**src/rtl/simplerisc_pkg.sv**
```systemverilog
// Shared definitions for the simplerisc fetch path: widths, reset PC,
// the buffered fetch entry and the return-steering decisions.
package simplerisc_pkg;

  localparam int unsigned INSTR_W  = 32;
  localparam int unsigned IMEM_AW  = 7;
  localparam int unsigned RESET_PC = 0;

  typedef struct packed {
    logic [INSTR_W-1:0] instr;
    logic [IMEM_AW-1:0] pc;
  } fetch_entry_t;

  typedef enum logic [2:0] {
    STEER_NONE,
    STEER_FLUSH,
    STEER_TO_OUT,
    STEER_TO_SKID,
    STEER_SHIFT,
    STEER_DRAIN,
    STEER_EMPTY
  } steer_t;

endpackage

```
**src/rtl/imem_fetch_ctrl_if.sv**
```systemverilog
// Decode-side handshake of the fetch sequencer: fetch is master, decode is slave.
interface imem_fetch_ctrl_if #(
  parameter int unsigned N = simplerisc_pkg::IMEM_AW
);
  import simplerisc_pkg::*;

  logic               out_valid;
  logic               out_ready;
  logic [INSTR_W-1:0] out_instr;
  logic [N-1:0]       out_pc;

  modport master (output out_valid, output out_instr, output out_pc, input out_ready);
  modport slave  (input out_valid, input out_instr, input out_pc, output out_ready);

endinterface

```
**src/rtl/imem_fetch_ctrl_fetch_slot.sv**
```systemverilog
// One buffered fetch entry with a valid bit; load wins over clear.
module fetch_slot
  import simplerisc_pkg::*;
#(
  parameter type entry_t = fetch_entry_t
) (
  input  logic   clka,
  input  logic   rst_n,
  input  logic   load,
  input  logic   clear,
  input  entry_t d,
  output logic   valid,
  output entry_t q
);

  always_ff @(posedge clka or negedge rst_n) begin
    if (!rst_n) begin
      valid <= 1'b0;
      q     <= '0;
    end else if (load) begin
      valid <= 1'b1;
      q     <= d;
    end else if (clear) begin
      valid <= 1'b0;
    end
  end

endmodule

```
**src/rtl/imem_fetch_ctrl.sv**
```systemverilog
// Instruction-fetch sequencer: owns the PC, tracks the one-cycle IM latency,
// buffers returns in out/skid slots and flushes wrong-path words on redirect.
module imem_fetch_ctrl #(
  parameter int unsigned      N        = simplerisc_pkg::IMEM_AW,
  parameter logic [N-1:0]     RESET_PC = N'(simplerisc_pkg::RESET_PC)
) (
  input  logic                               clka,
  input  logic                               rst_n,
  input  logic                               halt,
  input  logic                               redirect_valid,
  input  logic [N-1:0]                       redirect_pc,
  output logic [N-1:0]                       im_addr,
  input  logic [simplerisc_pkg::INSTR_W-1:0] im_data,
  imem_fetch_ctrl_if.master                  dec
);
  import simplerisc_pkg::*;

  typedef struct packed {
    logic [INSTR_W-1:0] instr;
    logic [N-1:0]       pc;
  } entry_t;

  logic [N-1:0] pc_q;
  logic [N-1:0] inflight_pc;
  logic         inflight;

  logic   out_v, skid_v;
  entry_t out_q, skid_q, out_d, ret_e;
  logic   out_load, out_clr, skid_load, skid_clr;

  logic       pop, issue;
  logic [1:0] occ;
  steer_t     steer;

  assign pop   = out_v & dec.out_ready;
  assign occ   = {1'b0, out_v} + {1'b0, skid_v} + {1'b0, inflight};
  // occ never exceeds 2, so at most one more fetch may be outstanding
  assign issue = ~halt & ~redirect_valid & ((occ - {1'b0, pop}) <= 2'd1);
  assign ret_e = '{instr: im_data, pc: inflight_pc};

  always_ff @(posedge clka or negedge rst_n) begin
    if (!rst_n) begin
      pc_q        <= RESET_PC;
      inflight    <= 1'b0;
      inflight_pc <= RESET_PC;
    end else begin
      inflight <= issue;
      if (redirect_valid) begin
        pc_q <= redirect_pc;
      end else if (issue) begin
        pc_q        <= pc_q + 1'b1;
        inflight_pc <= pc_q;
      end
    end
  end

  always_comb begin
    steer = STEER_NONE;
    if (redirect_valid) begin
      steer = STEER_FLUSH;
    end else if (inflight) begin
      if ((~out_v | pop) & ~skid_v) steer = STEER_TO_OUT;
      else if (skid_v & pop)        steer = STEER_SHIFT;
      else                          steer = STEER_TO_SKID;
    end else if (pop) begin
      steer = skid_v ? STEER_DRAIN : STEER_EMPTY;
    end
  end

  always_comb begin
    out_load  = 1'b0;
    out_clr   = 1'b0;
    skid_load = 1'b0;
    skid_clr  = 1'b0;
    out_d     = ret_e;
    unique case (steer)
      STEER_FLUSH: begin
        out_clr  = 1'b1;
        skid_clr = 1'b1;
      end
      STEER_TO_OUT:  out_load = 1'b1;
      STEER_TO_SKID: skid_load = 1'b1;
      STEER_SHIFT: begin
        out_load  = 1'b1;
        out_d     = skid_q;
        skid_load = 1'b1;
      end
      STEER_DRAIN: begin
        out_load = 1'b1;
        out_d    = skid_q;
        skid_clr = 1'b1;
      end
      STEER_EMPTY: out_clr = 1'b1;
      default: ;
    endcase
  end

  fetch_slot #(.entry_t(entry_t)) u_out_slot (
    .clka  (clka),
    .rst_n (rst_n),
    .load  (out_load),
    .clear (out_clr),
    .d     (out_d),
    .valid (out_v),
    .q     (out_q)
  );

  fetch_slot #(.entry_t(entry_t)) u_skid_slot (
    .clka  (clka),
    .rst_n (rst_n),
    .load  (skid_load),
    .clear (skid_clr),
    .d     (ret_e),
    .valid (skid_v),
    .q     (skid_q)
  );

  assign im_addr       = pc_q;
  assign dec.out_valid = out_v;
  assign dec.out_instr = out_q.instr;
  assign dec.out_pc    = out_q.pc;

endmodule

```
**src/flat_wrapper.sv**
```systemverilog
// flat-port wrapper written by rule: the top's interface ports become plain ports
module imem_fetch_ctrl_flat import simplerisc_pkg::*;
#(
  parameter int unsigned      N        = simplerisc_pkg::IMEM_AW,
  parameter logic [N-1:0]     RESET_PC = N'(simplerisc_pkg::RESET_PC)
)
  (clka, rst_n, halt, redirect_valid, redirect_pc, im_addr, im_data, dec_out_valid, dec_out_instr, dec_out_pc, dec_out_ready);
  imem_fetch_ctrl_if #(.N(N)) dec_i ();
  input  logic clka;
  input  logic rst_n;
  input  logic halt;
  input  logic redirect_valid;
  input  logic [N-1:0] redirect_pc;
  output logic [N-1:0] im_addr;
  input  logic [simplerisc_pkg::INSTR_W-1:0] im_data;
  output wire logic [$bits(dec_i.out_valid)-1:0] dec_out_valid;
  output wire logic [$bits(dec_i.out_instr)-1:0] dec_out_instr;
  output wire logic [$bits(dec_i.out_pc)-1:0] dec_out_pc;
  input wire logic [$bits(dec_i.out_ready)-1:0] dec_out_ready;
  assign dec_out_valid = dec_i.out_valid;
  assign dec_out_instr = dec_i.out_instr;
  assign dec_out_pc = dec_i.out_pc;
  assign dec_i.out_ready = dec_out_ready;
  imem_fetch_ctrl #(.N(N), .RESET_PC(RESET_PC)) u_core (.clka(clka), .rst_n(rst_n), .halt(halt), .redirect_valid(redirect_valid), .redirect_pc(redirect_pc), .im_addr(im_addr), .im_data(im_data), .dec(dec_i));
endmodule
```
**config.mk**
```make
export PLATFORM = sky130hd
export DESIGN_NAME = imem_fetch_ctrl_flat
export DESIGN_NICKNAME = d
export VERILOG_FILES = /design/src/rtl/simplerisc_pkg.sv /design/src/rtl/imem_fetch_ctrl_if.sv /design/src/rtl/imem_fetch_ctrl_fetch_slot.sv /design/src/rtl/imem_fetch_ctrl.sv /design/src/flat_wrapper.sv
export SDC_FILE = /design/constraint.sdc
export NUM_CORES = 1
export LEC_CHECK = 0
export ABC_AREA = 1
export CORE_MARGIN = 2
export CORE_UTILIZATION = 50
export DETAILED_ROUTE_END_ITERATION = 10
export GPL_TIMING_DRIVEN = 0
export PLACE_DENSITY = 0.78
export SLEW_MARGIN = 20
export SYNTH_ARGS = -nofsm -noshare
export SYNTH_HDL_FRONTEND = slang
export SYNTH_SLANG_ARGS = --single-unit
```
**constraint.sdc**
```tcl
create_clock -name clka -period 4.6 [get_ports clka]
set_clock_uncertainty 0.15 [all_clocks]
set_input_delay 0.92 -clock clka [delete_from_list [all_inputs] [get_ports clka]]
set_output_delay 0.92 -clock clka [all_outputs]
set_load 0.02 [all_outputs]
```
==> commit_impl_results.txt, run 1 <==
Add synthesis and place-and-route results

- Outcome: completed
- Cell with the most instances after synthesis: sky130_fd_sc_hd__nand2_1
* Cell area after synthesis: 0.00446 mm²
* Arrival @ worst endpoint: 1.52 ns
* Largest cell class by area: registers
- Per STA, the startpoint of the critical path is u_core.u_out_slot.valid.
- 441 cells are multi-input combinational gates.
- Actual slew at the worst max-slew pin: 0.500 ns
- Reg power frac: 48.0%
* Internal Power: 1.52 mW
- TritonCTS built the clock tree.
- Routability-driven placement congestion ratio: 0.869
- Clock group total power: 576 µW
- The final antenna diode tally reported by the flow is 0.
- Met2 Usage GRT: 38.4%
- The floorplan step defined a die boundary enclosing 0.00968 mm².
- XOR-XNOR Cells, Area Fraction: 0.197%
- Clock buffers and inverters, area share: 3.63%
* Sequential cell count: 95
- In the detailed route, the total length drawn on met3 is 570 µm.
* Layout cells sized above 1: 6.18%
- Yosys reports that the leading cell type by area covers 53.3% of the netlist area.
- Per the post-run analysis, buffers plus inverters along the critical path come to 1.
- The signal on the critical path passes through clkdlybuf4s50_1.
* Psw: 684 µW
- Looking at the worst setup and hold paths, the clock pins of their registers show a slew of 0.09 ns.
- Global routing used 22.9% of the available tracks across all layers.
- Leaving out buffers and inverters, the combinational logic in the layout accounts for 0.00184 mm².
- Sw Share: 31.0%
* Seq/total area: 41.5%
* Antenna violations before repair: 0
* Mux share of post-synthesis cell area: 0%
- STA classifies the critical path startpoint as a flip-flop.
- Non-clock inverter total of the final layout: 19
* Tally of buffers added on design ports: 90
- The biggest slice of the total power is consumed by sequential cells.
- Power consumption: 2.20 mW
* Post-synth tally of flip-flops with integrated enable: 0
* Vias in the first global route: 3964
* Maximum VDD drop: 0.000186 V
- Comb pwr share: 25.8%
- CP required: 3.53 ns
* Total number of yosys warnings: 0
* Clock buffer count from CTS: 9
- For reference, the top cells by area after synthesis are sky130_fd_sc_hd__dfrtp_1, sky130_fd_sc_hd__nand2_1, sky130_fd_sc_hd__nand3_1, sky130_fd_sc_hd__buf_2, sky130_fd_sc_hd__clkbuf_1.
- Entering global routing, the biggest net connects 49 pins.
- Synthesis produced a netlist whose cell count is 589.
* Simple-gate share of the synthesized area: 39.3%
- For this run, asynchronously set or reset flops after synthesis account for 100%.
- OpenROAD reports that the post-layout worst path occupies 56.4% of the period.
* Combinational family with the most area after synthesis: simple AND/OR/NAND/NOR gates
- Worst slew slack as a fraction of its limit: 66.7%
* Cell count listed in synth_stat.txt: 589
- The worst register-to-register path has a depth of 8.
- Per the timing report, the biggest fanout along the worst path comes to 8.
- Post-DRT Antenna Nets: 0
- Number of instances resized during post-cts repair: 0
- Before antenna repair, the detailed router went through 4 iterations.
- For this design, the CTS-stage hold fixing added 0 buffers.
* Mapped Nets: 635
- Overall die height: 98.4 µm
* Finished layout cell area: 0.00573 mm²
- Registers, synthesis: 95
- Layout overhead on the synthesized area: 28.6%
* Mean area per synthesized cell: 7.57 µm²
- After detailed placement, the total cell area comes to 0.00552 mm².
- Detailed-routed wire length on met2: 5050 µm
* Worst Hold Class: in -> async
* Total count of max-transition violations in the final report: 0
* Clock buffers: 11
- Wire length of the first global-routing pass: 18200 µm
- In this run the register-to-register setup slack is 2.71 ns.
- Worst setup slack after layout: 2.01 ns
* Cell depth of the worst setup path: 1
Fig. 1: run 1, metal 3
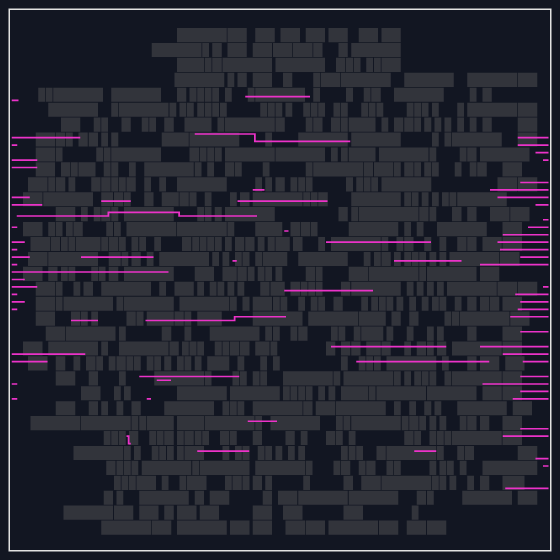
nets with wire on the layer: 70
wire length on this layer: 571 µm
longest straight run: 28.3 µm
via count of the routed design: 4039
Total Wirelength: 10600 µm
met3 track demand over resource in global routing: 4.68%

Fig. 2: run 1, gate families picked out
Bar = 20 µm.
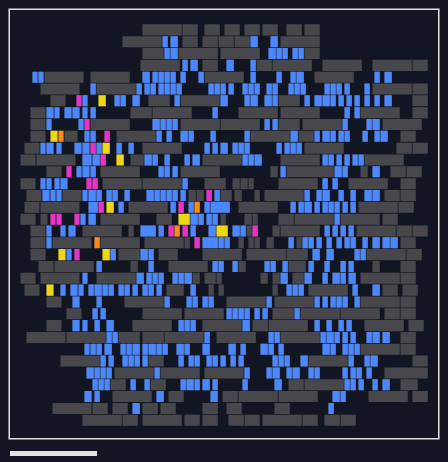
[yellow] inverting AOI/OAI gates | cells: 10 | most used: o21ai_0 | where: left middle
[blue] NAND gates | cells: 424 | most used: nand2_1 | where: all over the die
[orange] NOR gates | cells: 4 | most used: nor2_1
[magenta] inverters | cells: 19 | most used: inv_1 | where: left middle
logic share of the area: 32.1%
most frequent logic cell in the layout: sky130_fd_sc_hd__nand2_1
count of non-filler cells in the finished layout: 804

Fig. 3: run 1, congestion heat map
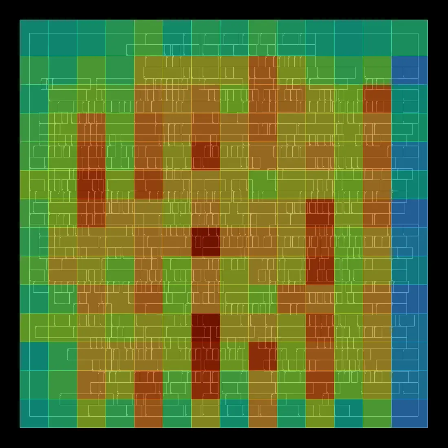
global-route track usage on met1: 30.8%
layer with the highest usage after global routing: met2
WL per Instance: 13.1 µm
final cell utilization of the core: 66.0%

Fig. 4: run 1, clock distribution
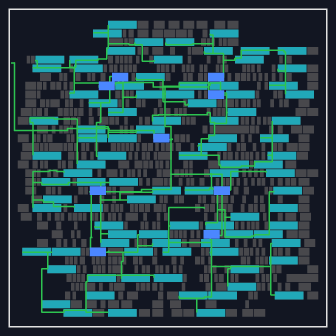

==> run 2, diff against run 1 <==
- clock period: 4.6 -> 2.45 ns (I/O delays scaled with it)
Fig. 5: run 2, clock distribution
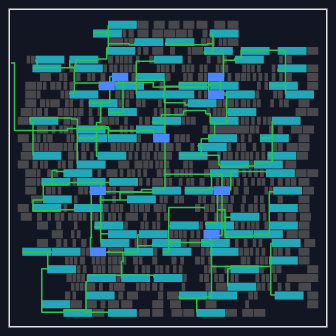
[blue] cells driving clock nets | count: 9
[cyan] flip-flops | count: 95
[green] clock wires | length: 1130 µm
routed clock nets: 10
flops lie: all over the die

Fig. 6: run 2, gate families picked out
Bar = 20 µm.
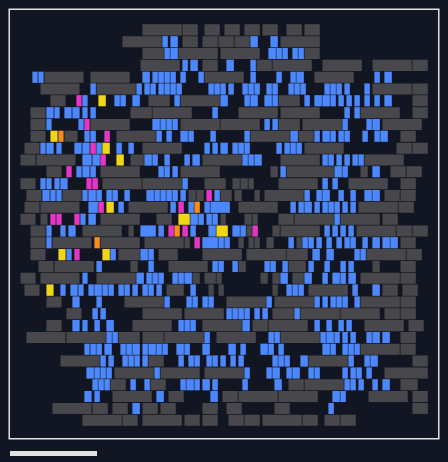
[blue] NAND gates | cells: 424 | most used: nand2_1 | where: all over the die
[magenta] inverters | cells: 19 | most used: inv_1 | where: left middle
[orange] NOR gates | cells: 4 | most used: nor2_1
[yellow] inverting AOI/OAI gates | cells: 10 | most used: o21ai_0 | where: left middle

==> commit_impl_results.txt, run 2 <==
Add synthesis and place-and-route results

- Outcome: completed (unchanged).
- The fraction of registers with async set/reset is 100% (unchanged).
- The horizontal die size is 98.4 µm (unchanged).
* FP Util: 51.4% (unchanged)
* Combined buffer and inverter count along the critical path: 1 (unchanged)
- The start point of the critical path was u_core.u_out_slot.valid (unchanged).
* CP max-delay cell: sky130_fd_sc_hd__clkdlybuf4s50_1 (unchanged)
- Layer with the highest usage after global routing: met2 (unchanged)
* Worst setup slack after layout: 0.285 ns (was 2.01 ns)
- Routed length on met1: 4820 µm (was 4830 µm)
* Clock group total power: 1.08 mW (was 576 µW)
* Clk root buf: sky130_fd_sc_hd__clkbuf_8 (unchanged)
- Maximum Capacitance Violations: 0 (unchanged)
- The share of synthesized cell area in full adder, half adder and majority cells is 0.561% (unchanged).
* Vias in the first global route: 3976 (was 3964)
- Wire length of the first global-routing pass: 18200 µm (about the same)
- The required arrival time at the worst endpoint came to 1.81 ns (was 3.53 ns).
* CTS Hold Bufs: 1 (was 0)
- Routability-driven placement congestion ratio: 0.869 (unchanged)
- The number of antenna diodes was 0 (unchanged).
- Total count of max-transition violations in the final report: 0 (unchanged)
- Reported leakage power: 2.95 nW (was 2.94 nW)
- Sw Share: 31.1% (was 31.0%)
- Final cell utilization of the core: 66.1% (was 66.0%)
- The number of cells in the finished layout apart from fillers is 805 (was 804).
* Layout cells sized above 1: 6.17% (was 6.18%)
* Category of the worst setup path launch point: flip-flop (unchanged)
- The detailed-routed wire length on met2 came to 5130 µm (was 5050 µm).
- Dpl ws: 0.0942 ns (was 1.81 ns)
- The count of input and output buffers came to 90 (unchanged).
* Storage cell area: 0.00238 mm² (unchanged)
- The placed cell area came to 0.00552 mm² (unchanged).
- Sequential cell count: 95 (unchanged)
* Largest cell class by area: registers (unchanged)
- Most frequent logic cell in the layout: sky130_fd_sc_hd__nand2_1 (unchanged)
- The post-route setup TNS is 0 ns (unchanged).
- Antenna violations before repair: 0 (unchanged)
- Floorplan row count: 34 (unchanged)
- Synth cell types: 19 (unchanged)
- Worst Hold Class: reg -> reg (was in -> async)
- Post-layout period usage of the worst path: 88.4%
* Met2 Usage GRT: 38.5% (was 38.4%)
- The area share of the largest cell type after synthesis was 53.3% (unchanged).
* Logic share of the area: 32.0% (was 32.1%)
- Mean area per synthesized cell: 7.57 µm² (unchanged)
- The count of H-tree levels built during CTS was 3 (unchanged).
* Non-clock inverter total of the final layout: 19 (unchanged)
- The top cell type by total area after synthesis was sky130_fd_sc_hd__dfrtp_1 (unchanged).
- Internal Power: 2.85 mW (was 1.52 mW)
* Main area contributors after synthesis: sky130_fd_sc_hd__dfrtp_1, sky130_fd_sc_hd__nand2_1, sky130_fd_sc_hd__nand3_1, sky130_fd_sc_hd__buf_2, sky130_fd_sc_hd__clkbuf_1 (unchanged)
- Combinational cell area excluding buffers and inverters: 0.00184 mm² (unchanged)
- Reg clk slew, reported paths: 0.09 ns (about the same)
* Reg power frac: 48.0% (about the same)
- The measured slew at the worst slew-check pin was 0.507 ns (was 0.500 ns).
- The critical path class is reg -> out (unchanged).
* Finished layout cell area: 0.00574 mm² (was 0.00573 mm²)
- The top cell family by delay on the critical path was buffers and inverters (unchanged).
* Iteration tally of the first detailed-router pass: 4 (unchanged)
- Number of setup violations in the final report: 0 (unchanged)
* Total Wirelength: 10600 µm (about the same)
- Clk sink count: 95 (unchanged)
- Registers, synthesis: 95 (unchanged)
- The fraction of the mapped netlist area in simple logic gates is 39.3% (unchanged).
* Cell count listed in synth_stat.txt: 589 (unchanged)
- Overall die height: 98.4 µm (unchanged)
* Crit Reg-Reg Endpoint: u_core.inflight_pc[5] (unchanged)
- The clock latency on the worst-skew pair is 0.36 ns (about the same).
- Psw: 1.29 mW (was 684 µW)
* Cell depth of the worst setup path: 1 (unchanged)
- The detailed-routed wire length on met3 is 567 µm (was 570 µm).
- R2r worst-path depth: 8 (unchanged)
* Biggest fanout along the worst timing path: 8 (unchanged)
- Maximum VDD drop: 0.000350 V (was 0.000186 V)
- The post-synthesis instance area came to 0.00446 mm² (unchanged).
* Via count of the routed design: 4044 (was 4039)
- Fillers: 769 (was 770)
- Multi-input logic cell count: 441 (unchanged)
- The overall power consumption came to 4.14 mW (was 2.20 mW).
- Hold violation count in the final report: 0 (unchanged)
* WHS: 0.327 ns (was 0.321 ns)
- The well tap count was 108 (unchanged).
- The number of nets at floorplan came to 635 (unchanged).
- The library cell with the highest instance count after synthesis was sky130_fd_sc_hd__nand2_1 (unchanged).
* Synth Instances: 589 (unchanged)
- The worst path needs 2.17 ns of the cycle, external delays included.
* Clock buffers and inverters, area share: 3.62% (was 3.63%)
* Layout overhead on the synthesized area: 28.8% (was 28.6%)
* Arrival @ worst endpoint: 1.53 ns (was 1.52 ns)
- Global-route track usage on met1: 30.8% (unchanged)
- Total number of yosys warnings: 0 (unchanged)
- Number of instances resized during post-cts repair: 0 (unchanged)
* Cell Pwr Density: 721 mW/mm² (was 384 mW/mm²)
- Mux share of post-synthesis cell area: 0% (unchanged)
- The global-route usage over all layers came to 22.9% (about the same).
* Dpl cells: 788 (unchanged)
- The count of unresolved DRC violations after routing is 0 (unchanged).
- The worst hold path passes through 2 cells.
- Upper clock frequency limit: 462 MHz
- Total die size: 0.00968 mm² (unchanged)
- Post-synth tally of flip-flops with integrated enable: 0 (unchanged)
- The TritonCTS clock tree was yes (unchanged).
- Maximum number of pins on one net before global-route repair: 49 (unchanged)
- Setup slack of the most critical reg-to-reg path: 0.57 ns (was 2.71 ns)
* Crit path cell chain: clkdlybuf4s50_1 (unchanged)
- Clock buffer count from CTS: 9 (unchanged)
* Clock buffers: 11 (unchanged)
- Post-DRT Antenna Nets: 0 (unchanged)
- Biggest consumer: sequential cells (unchanged)
- Worst slew slack as a fraction of its limit: 66.2% (was 66.7%)
- Combinational family with the most area after synthesis: simple AND/OR/NAND/NOR gates (unchanged)
- Capturing element type of the critical path: primary output (unchanged)
- The xor and xnor fraction of the mapped netlist area came to 0.197% (unchanged).
- The mean routed wirelength per cell came to 13.1 µm (about the same).
* Met3 track demand over resource in global routing: 4.68% (unchanged)
* Comb pwr share: 25.8% (about the same)
- Seq/total area: 41.4% (was 41.5%)
Power figures rest on the tool's default switching activity, not on a simulated workload.
